[src/rtl/ha_bist_pkg.sv]
// Shared types, constants and golden model for the half-adder BIST sequencer.
package ha_bist_pkg;

    typedef enum logic [1:0] {
        StIdle,
        StApply,
        StCheck,
        StDone
    } bist_state_e;

    localparam int unsigned NumVec = 4;

    // fault_class codes
    localparam logic [2:0] FcNone     = 3'd0;
    localparam logic [2:0] FcSumSa0   = 3'd1;
    localparam logic [2:0] FcSumSa1   = 3'd2;
    localparam logic [2:0] FcCarrySa0 = 3'd3;
    localparam logic [2:0] FcCarrySa1 = 3'd4;
    localparam logic [2:0] FcUnknown  = 3'd7;

    // Reference half adder: returns {carry, sum}
    function automatic logic [1:0] ha_golden(input logic a, input logic b);
        return {a & b, a ^ b};
    endfunction

    // Map per-output failure masks onto a single-stuck-at classification
    function automatic logic [2:0] ha_fault_class(input logic [3:0] sum_mask,
                                                  input logic [3:0] carry_mask);
        if (sum_mask == 4'b0000 && carry_mask == 4'b0000) return FcNone;
        if (sum_mask == 4'b0110 && carry_mask == 4'b0000) return FcSumSa0;
        if (sum_mask == 4'b1001 && carry_mask == 4'b0000) return FcSumSa1;
        if (sum_mask == 4'b0000 && carry_mask == 4'b1000) return FcCarrySa0;
        if (sum_mask == 4'b0000 && carry_mask == 4'b0111) return FcCarrySa1;
        return FcUnknown;
    endfunction

endpackage

[src/rtl/ha_bist_ctrl_if.sv]
// Control/status bus of the half-adder BIST sequencer.
// Optional fault_class signal present when HA_BIST_FAULT_CLASS_EN is defined.
interface ha_bist_ctrl_if #(
    parameter int unsigned CNT_W = 8
);
    logic             start;
    logic             abort;
    logic             busy;
    logic             done;
    logic             pass;
    logic [CNT_W-1:0] err_count;
    logic [1:0]       first_fail_vec;
    logic             first_fail_valid;
    logic [3:0]       fail_mask;
`ifdef HA_BIST_FAULT_CLASS_EN
    logic [2:0]       fault_class;

    modport master (
        output start, abort,
        input  busy, done, pass, err_count, first_fail_vec, first_fail_valid, fail_mask,
        input  fault_class
    );
    modport slave (
        input  start, abort,
        output busy, done, pass, err_count, first_fail_vec, first_fail_valid, fail_mask,
        output fault_class
    );
`else
    modport master (
        output start, abort,
        input  busy, done, pass, err_count, first_fail_vec, first_fail_valid, fail_mask
    );
    modport slave (
        input  start, abort,
        output busy, done, pass, err_count, first_fail_vec, first_fail_valid, fail_mask
    );
`endif
endinterface

[src/rtl/ha_bist_checker.sv]
// Compares the half adder against the golden model and keeps the mismatch record.
// Per-output masks exist only when HA_BIST_FAULT_CLASS_EN is defined.
module ha_bist_checker
    import ha_bist_pkg::*;
#(
    parameter int unsigned CNT_W = 8
) (
    input  logic             clk,
    input  logic             rst_n,
    input  logic             clear,
    input  logic             check_en,
    input  logic [1:0]       vec,
    input  logic             ha_sum,
    input  logic             ha_carry,
    output logic [CNT_W-1:0] err_count,
    output logic [1:0]       first_fail_vec,
    output logic             first_fail_valid,
`ifdef HA_BIST_FAULT_CLASS_EN
    output logic [3:0]       sum_mask,
    output logic [3:0]       carry_mask,
`endif
    output logic [3:0]       fail_mask
);

    logic [1:0] golden;
    logic       sum_bad;
    logic       carry_bad;
    logic       mismatch;

    // Golden compare; only meaningful while the sequencer is in CHECK
    always_comb begin
        golden    = ha_golden(vec[1], vec[0]);
        sum_bad   = ha_sum != golden[0];
        carry_bad = ha_carry != golden[1];
        mismatch  = check_en & (sum_bad | carry_bad);
    end

    // Mismatch record: saturating count, per-vector mask, first failing vector
    always_ff @(posedge clk or negedge rst_n) begin
        if (!rst_n) begin
            err_count        <= '0;
            first_fail_vec   <= 2'b00;
            first_fail_valid <= 1'b0;
            fail_mask        <= 4'b0000;
        end else if (clear) begin
            err_count        <= '0;
            first_fail_vec   <= 2'b00;
            first_fail_valid <= 1'b0;
            fail_mask        <= 4'b0000;
        end else if (mismatch) begin
            if (err_count != {CNT_W{1'b1}}) begin
                err_count <= err_count + CNT_W'(1);
            end
            fail_mask[vec] <= 1'b1;
            if (!first_fail_valid) begin
                first_fail_valid <= 1'b1;
                first_fail_vec   <= vec;
            end
        end
    end

`ifdef HA_BIST_FAULT_CLASS_EN
    // Which output failed on which vector, for stuck-at classification
    always_ff @(posedge clk or negedge rst_n) begin
        if (!rst_n) begin
            sum_mask   <= 4'b0000;
            carry_mask <= 4'b0000;
        end else if (clear) begin
            sum_mask   <= 4'b0000;
            carry_mask <= 4'b0000;
        end else if (check_en) begin
            if (sum_bad)   sum_mask[vec]   <= 1'b1;
            if (carry_bad) carry_mask[vec] <= 1'b1;
        end
    end
`endif

endmodule

[src/rtl/ha_bist_ctrl.sv]
// BIST sequencer: sweeps all four half-adder input vectors PASSES times,
// holding each for SETTLE cycles before a one-cycle check.
// Optional fault classification output enabled by HA_BIST_FAULT_CLASS_EN.
module ha_bist_ctrl
    import ha_bist_pkg::*;
#(
    parameter int unsigned PASSES = 1,
    parameter int unsigned SETTLE = 1,
    parameter int unsigned CNT_W  = 8
) (
    input  logic           clk,
    input  logic           rst_n,
    ha_bist_ctrl_if.slave  bus,
    output logic           ha_a,
    output logic           ha_b,
    input  logic           ha_sum,
    input  logic           ha_carry
);

    localparam int unsigned SetW = (SETTLE > 1) ? $clog2(SETTLE) : 1;
    localparam int unsigned PasW = (PASSES > 1) ? $clog2(PASSES) : 1;
    localparam logic [SetW-1:0] SettleLast = SetW'(SETTLE - 1);
    localparam logic [PasW-1:0] PassLast   = PasW'(PASSES - 1);

    bist_state_e      state_q, state_d;
    logic [1:0]       vec_q, vec_d;
    logic [SetW-1:0]  settle_q, settle_d;
    logic [PasW-1:0]  pass_cnt_q, pass_cnt_d;
    logic [1:0]       ha_q, ha_d;
    logic             pass_q, pass_d;
    logic             clear;
    logic             check_en;
    logic [CNT_W-1:0] err_count;
`ifdef HA_BIST_FAULT_CLASS_EN
    logic [3:0]       sum_mask;
    logic [3:0]       carry_mask;
    logic [2:0]       fault_class_q;
`endif

    // State, counters and registered half-adder drive
    always_ff @(posedge clk or negedge rst_n) begin
        if (!rst_n) begin
            state_q    <= StIdle;
            vec_q      <= 2'b00;
            settle_q   <= '0;
            pass_cnt_q <= '0;
            ha_q       <= 2'b00;
            pass_q     <= 1'b0;
        end else begin
            state_q    <= state_d;
            vec_q      <= vec_d;
            settle_q   <= settle_d;
            pass_cnt_q <= pass_cnt_d;
            ha_q       <= ha_d;
            pass_q     <= pass_d;
        end
    end

    // Next-state: sweep sequencing, abort handling, result latch
    always_comb begin
        state_d    = state_q;
        vec_d      = vec_q;
        settle_d   = settle_q;
        pass_cnt_d = pass_cnt_q;
        pass_d     = pass_q;
        clear      = 1'b0;
        unique case (state_q)
            StIdle: begin
                if (bus.start) begin
                    clear      = 1'b1;
                    pass_d     = 1'b0;
                    vec_d      = 2'b00;
                    pass_cnt_d = '0;
                    settle_d   = '0;
                    state_d    = StApply;
                end
            end
            StApply: begin
                if (bus.abort) begin
                    state_d = StIdle;
                end else if (settle_q == SettleLast) begin
                    state_d = StCheck;
                end else begin
                    settle_d = settle_q + SetW'(1);
                end
            end
            StCheck: begin
                settle_d = '0;
                if (bus.abort) begin
                    state_d = StIdle;
                end else if (vec_q != 2'd3) begin
                    vec_d   = vec_q + 2'd1;
                    state_d = StApply;
                end else if (pass_cnt_q != PassLast) begin
                    vec_d      = 2'b00;
                    pass_cnt_d = pass_cnt_q + PasW'(1);
                    state_d    = StApply;
                end else begin
                    state_d = StDone;
                end
            end
            StDone: begin
                pass_d  = (err_count == '0);
                state_d = StIdle;
            end
            default: state_d = StIdle;
        endcase
        // Drive follows the next state so the pins are a clean register output
        ha_d = (state_d == StApply || state_d == StCheck) ? vec_d : 2'b00;
    end

    assign check_en = (state_q == StCheck);

    ha_bist_checker #(
        .CNT_W (CNT_W)
    ) u_checker (
        .clk              (clk),
        .rst_n            (rst_n),
        .clear            (clear),
        .check_en         (check_en),
        .vec              (vec_q),
        .ha_sum           (ha_sum),
        .ha_carry         (ha_carry),
        .err_count        (err_count),
        .first_fail_vec   (bus.first_fail_vec),
        .first_fail_valid (bus.first_fail_valid),
`ifdef HA_BIST_FAULT_CLASS_EN
        .sum_mask         (sum_mask),
        .carry_mask       (carry_mask),
`endif
        .fail_mask        (bus.fail_mask)
    );

`ifdef HA_BIST_FAULT_CLASS_EN
    // Classification refreshed on normal completion only
    always_ff @(posedge clk or negedge rst_n) begin
        if (!rst_n) begin
            fault_class_q <= FcNone;
        end else if (clear) begin
            fault_class_q <= FcNone;
        end else if (state_q == StDone) begin
            fault_class_q <= ha_fault_class(sum_mask, carry_mask);
        end
    end

    assign bus.fault_class = fault_class_q;
`endif

    assign ha_a          = ha_q[1];
    assign ha_b          = ha_q[0];
    assign bus.err_count = err_count;
    assign bus.busy      = (state_q == StApply) || (state_q == StCheck);
    assign bus.done      = (state_q == StDone);
    // Result is visible during the done pulse and held afterwards
    assign bus.pass      = (state_q == StDone) ? (err_count == '0) : pass_q;

endmodule

[src/flat_wrapper.sv]
// flat-port wrapper written by rule: the top's interface ports become plain ports
module ha_bist_ctrl_flat import ha_bist_pkg::*;
#(
    parameter int unsigned PASSES = 1,
    parameter int unsigned SETTLE = 1,
    parameter int unsigned CNT_W  = 8
)
  (clk, rst_n, ha_a, ha_b, ha_sum, ha_carry, bus_start, bus_abort, bus_busy, bus_done, bus_pass, bus_err_count, bus_first_fail_vec, bus_first_fail_valid, bus_fail_mask);
  ha_bist_ctrl_if #(.CNT_W(CNT_W)) bus_i ();
  input  logic clk;
  input  logic rst_n;
  output logic ha_a;
  output logic ha_b;
  input  logic ha_sum;
  input  logic ha_carry;
  input wire logic [$bits(bus_i.start)-1:0] bus_start;
  input wire logic [$bits(bus_i.abort)-1:0] bus_abort;
  output wire logic [$bits(bus_i.busy)-1:0] bus_busy;
  output wire logic [$bits(bus_i.done)-1:0] bus_done;
  output wire logic [$bits(bus_i.pass)-1:0] bus_pass;
  output wire logic [$bits(bus_i.err_count)-1:0] bus_err_count;
  output wire logic [$bits(bus_i.first_fail_vec)-1:0] bus_first_fail_vec;
  output wire logic [$bits(bus_i.first_fail_valid)-1:0] bus_first_fail_valid;
  output wire logic [$bits(bus_i.fail_mask)-1:0] bus_fail_mask;
  assign bus_i.start = bus_start;
  assign bus_i.abort = bus_abort;
  assign bus_busy = bus_i.busy;
  assign bus_done = bus_i.done;
  assign bus_pass = bus_i.pass;
  assign bus_err_count = bus_i.err_count;
  assign bus_first_fail_vec = bus_i.first_fail_vec;
  assign bus_first_fail_valid = bus_i.first_fail_valid;
  assign bus_fail_mask = bus_i.fail_mask;
  ha_bist_ctrl #(.PASSES(PASSES), .SETTLE(SETTLE), .CNT_W(CNT_W)) u_core (.clk(clk), .rst_n(rst_n), .bus(bus_i), .ha_a(ha_a), .ha_b(ha_b), .ha_sum(ha_sum), .ha_carry(ha_carry));
endmodule
[config.mk]
export PLATFORM = sky130hd
export DESIGN_NAME = ha_bist_ctrl_flat
export DESIGN_NICKNAME = d
export VERILOG_FILES = /design/src/rtl/ha_bist_pkg.sv /design/src/rtl/ha_bist_ctrl_if.sv /design/src/rtl/ha_bist_checker.sv /design/src/rtl/ha_bist_ctrl.sv /design/src/flat_wrapper.sv
export SDC_FILE = /design/constraint.sdc
export NUM_CORES = 1
export LEC_CHECK = 0
export ABC_AREA = 1
export CAP_MARGIN = 25
export CORE_MARGIN = 1
export CORE_UTILIZATION = 51
export CTS_CLUSTER_DIAMETER = 150
export DETAILED_ROUTE_END_ITERATION = 7
export HOLD_SLACK_MARGIN = 0.12
export PLACE_DENSITY = 0.91
export SYNTH_ARGS = -nofsm -noshare
export SYNTH_HDL_FRONTEND = slang
export SYNTH_SLANG_ARGS = --single-unit
[constraint.sdc]
create_clock -name clk -period 1.8 [get_ports clk]
set_input_delay 0.18 -clock clk [delete_from_list [all_inputs] [get_ports clk]]
set_output_delay 0.18 -clock clk [all_outputs]
set_load 0.03 [all_outputs]
Cell placement:
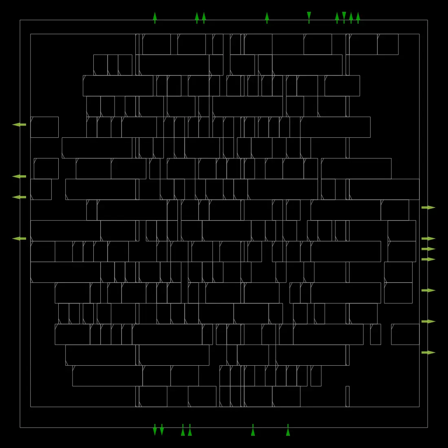
Taps Inserted: 30
total number of placement rows: 18
count of placed standard cells in the final layout, fillers left out: 233

Placement by cell class:
The bar under the picture is 20 µm long. Fill, decap, tap and diode cells in grey.
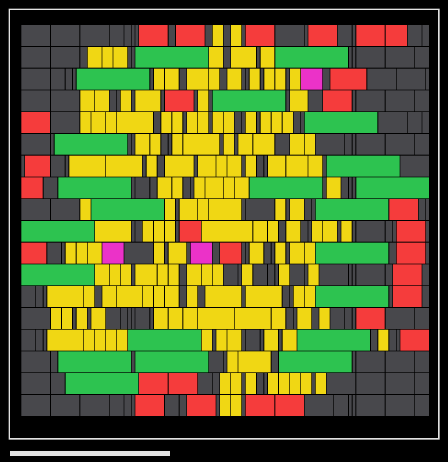
Yellow marks remaining logic cells, cells 150. Magenta marks clock-net drivers, cells 3. Green marks registers, cells 22. Red marks remaining buffers and delay cells, cells 28.

==> impl_metrics.py <==
# Auto-generated metrics
metrics = {
    "status": {
        "outcome": "finished clean",
    },
    "power_and_ir_drop": {
        "total_power_mw": 1.85,
        "total_leakage_power_nw": 0.870,
        "power-per-cell-area_nw_per_um2": 1110,
        "vdd_drop_max_mv": 1.31,
    },
    "run": {
        "max_cap_viol_count": 0,
    },
    "placement": {
        "detailed_place_hpwl_um": 2040,
        "dp_worst_setup_slack_ns": 0.217,
        "cell_area_after_placement_um2": 1630,
        "port_buffers": 25,
        "finalWeightedCongestion": 0.855,
    },
    "finish": {
        "antenna_cells": 0,
        "finalInstanceArea_um2": 1670,
        "final_net_count": 221,
        "most-common-layout-cells": "49 x nand2_1, 25 x nand3_1, 24 x inv_1",
        "layout_top_cell_excl_fill_tap": "nand2_1",
        "fraction_of_final_layout_cells_sized_beyond_drive_strength_1_pct": 9.85,
        "final_util_pct": 66.7,
    },
    "yosys": {
        "mux_area_share_pct": 0,
        "synth.cellmix.simpleShare_pct": 33.0,
        "synth_cells": 176,
        "synth_adder_area_share_pct": 9.24,
        "syn-num-nets": 192,
        "ys_warn_count": 0,
        "yosys_register_bits": 22,
        "postSynthSeqShare_pct": 40.7,
        "post_synth_instance_area_um2": 1350,
        "ys_sh_xor_pct": 1.29,
        "yosys-stat-area_um2": 1350,
        "ys_top_logic_family": "simple AND/OR/NAND/NOR gates",
        "synth.avg_cell_area_um2": 7.69,
        "synth-compound-area-share_pct": 6.75,
    },
    "clock_network": {
        "cts_resized": 2,
        "cts.sinks": 22,
        "post_cts_hold_buffer_count": 0,
        "cts_post_setup_buffers_inserted": 0,
        "clockBufferDepth": 2,
        "cts-buffers-inserted": 3,
        "worstSkewPairLatency_ns": 0.31,
        "tritoncts": "built",
        "clkSlewWorstSetupHoldPaths_ns": 0.11,
        "cts.root.buffer_cell": "clkbuf_4",
    },
    "timing": {
        "holdWs_ns": 0.200,
        "timing.final.crit_period_ns": 1.72,
        "setup-violations-final": 0,
        "worst_clock_skew_ns": 0.00217,
        "post-route-period-util_pct": 95.4,
        "finalWorstSetupSlack_ns": 0.0822,
        "final-hold-violation-count": 0,
        "timing.max_slew.rel_slack_pct": 78.7,
        "slew_viol_final": 0,
        "worst_slew_pin_slew_ns": 0.319,
        "finalSetupTns_ns": 0,
    },
    "global_routing": {
        "busiest_metal_layer_after_global_routing": "met2",
        "global_route.usage.met3_pct": 5.46,
        "groute.usage.overall_pct": 20.8,
        "grt_util_met1_pct": 26.1,
        "vias_in_the_first_global_route": 1027,
        "grt_start_max_net_pins": 23,
        "met2_usage_pct": 33.1,
        "overflow": 0,
        "antenna_found_initial": 0,
    },
    "floorplanning": {
        "die_h_um": 53.5,
        "boundaryPins": 26,
        "initial_utilization_pct": 54.2,
        "chipWidth_um": 53.5,
    },
    "detailed_routing": {
        "drt-met1-wl_um": 1250,
        "postRouteAntennaNets": 0,
        "route.detailed.drc": 0,
        "routed.top_layer": "met4",
        "dr.first_iter.drc_count": 24,
        "overall_routed_net_length_um": 2650,
        "dr.pass1.iters": 4,
        "wl_met3_um": 97,
        "route.detailed.wl_per_inst_um": 11.4,
    },
    "setup_path": {
        "reg2reg_setup_slack_ns": 0.18,
        "crit_type": "reg2out",
        "critPathBufInv": 1,
        "cell_at_the_slowest_stage_of_the_critical_path": "clkdlybuf4s50_1",
        "critPathArrivalTime_ns": 1.54,
        "timing.critical_path.fanout_max": 7,
        "reg2regPathDepth": 10,
        "crit_family": "buffers and inverters",
        "timing.critical_path.from_type": "flip-flop",
        "crit_chain": "clkdlybuf4s50_1",
        "critical-path-max-stage-delay_ns": 0.73,
        "worst-endpoint-required_ns": 1.62,
        "timing.critical_path.to_type": "output port",
    },
    "hold_path": {
        "min_path_type": "in2async",
    },
}
-- state kept, by name, indices dropped and copies added, names as in the netlist --
| name | cells |
|---|---|
| u_core.vec_q | 2 |
| u_core.state_q | 2 |
| u_core.u_checker.fail_mask | 4 |
| u_core.u_checker.first_fail_vec | 2 |
| u_core.u_checker.err_count | 8 |
| u_core.ha_q | 2 |
| u_core.pass_q | 1 |
| u_core.u_checker.first_fail_valid | 1 |
-- final timing paths --
check | startpoint | to
max | u_core.u_checker.err_count[6] | bus_err_count[6]
min | rst_n | u_core.u_checker.err_count[5]
max reg2reg | u_core.vec_q[0] | u_core.u_checker.err_count[7]
min reg2reg | u_core.u_checker.fail_mask[3] | u_core.u_checker.fail_mask[3]
max in group asynchronous | rst_n | u_core.pass_q
min in group clk | u_core.u_checker.fail_mask[3] | u_core.u_checker.fail_mask[3]
-- cells in the mapped netlist, drive strengths merged --
cell type	number	area, µm²
nand2	54	225
nor3	1	5.00
dfrtp	22	551
o21bai	2	15.0
nor4	1	6.26
nand3	26	143
buf	4	28.8
nand3b	1	7.51
a21o	1	7.51
inv	25	93.8
xor2	2	17.5
a21oi	3	15.0
o21ai	10	53.8
nor2	14	60.1
ha	10	125
-- final cells by class --
class	instances	area [µm²]
fillers	204	833
well taps	30	37.5
repair buffers	28	270
inverters	25	93.8
flip-flops and latches	22	551
clock buffers	3	22.5
multi-input cells	125	692
-- power breakdown --
| part | total (mW) | internal (mW) | switching [mW] | leakage [nW] |
|---|---|---|---|---|
| Clock | 0.220 | 0.0784 | 0.141 | 0.0138 |
| Sequential | 0.660 | 0.584 | 0.0766 | 0.302 |
| Combinational | 0.974 | 0.344 | 0.629 | 0.554 |
| Total | 1.85 | 1.01 | 0.847 | 0.870 |
Power figures rest on the tool's default switching activity, not on a simulated workload.
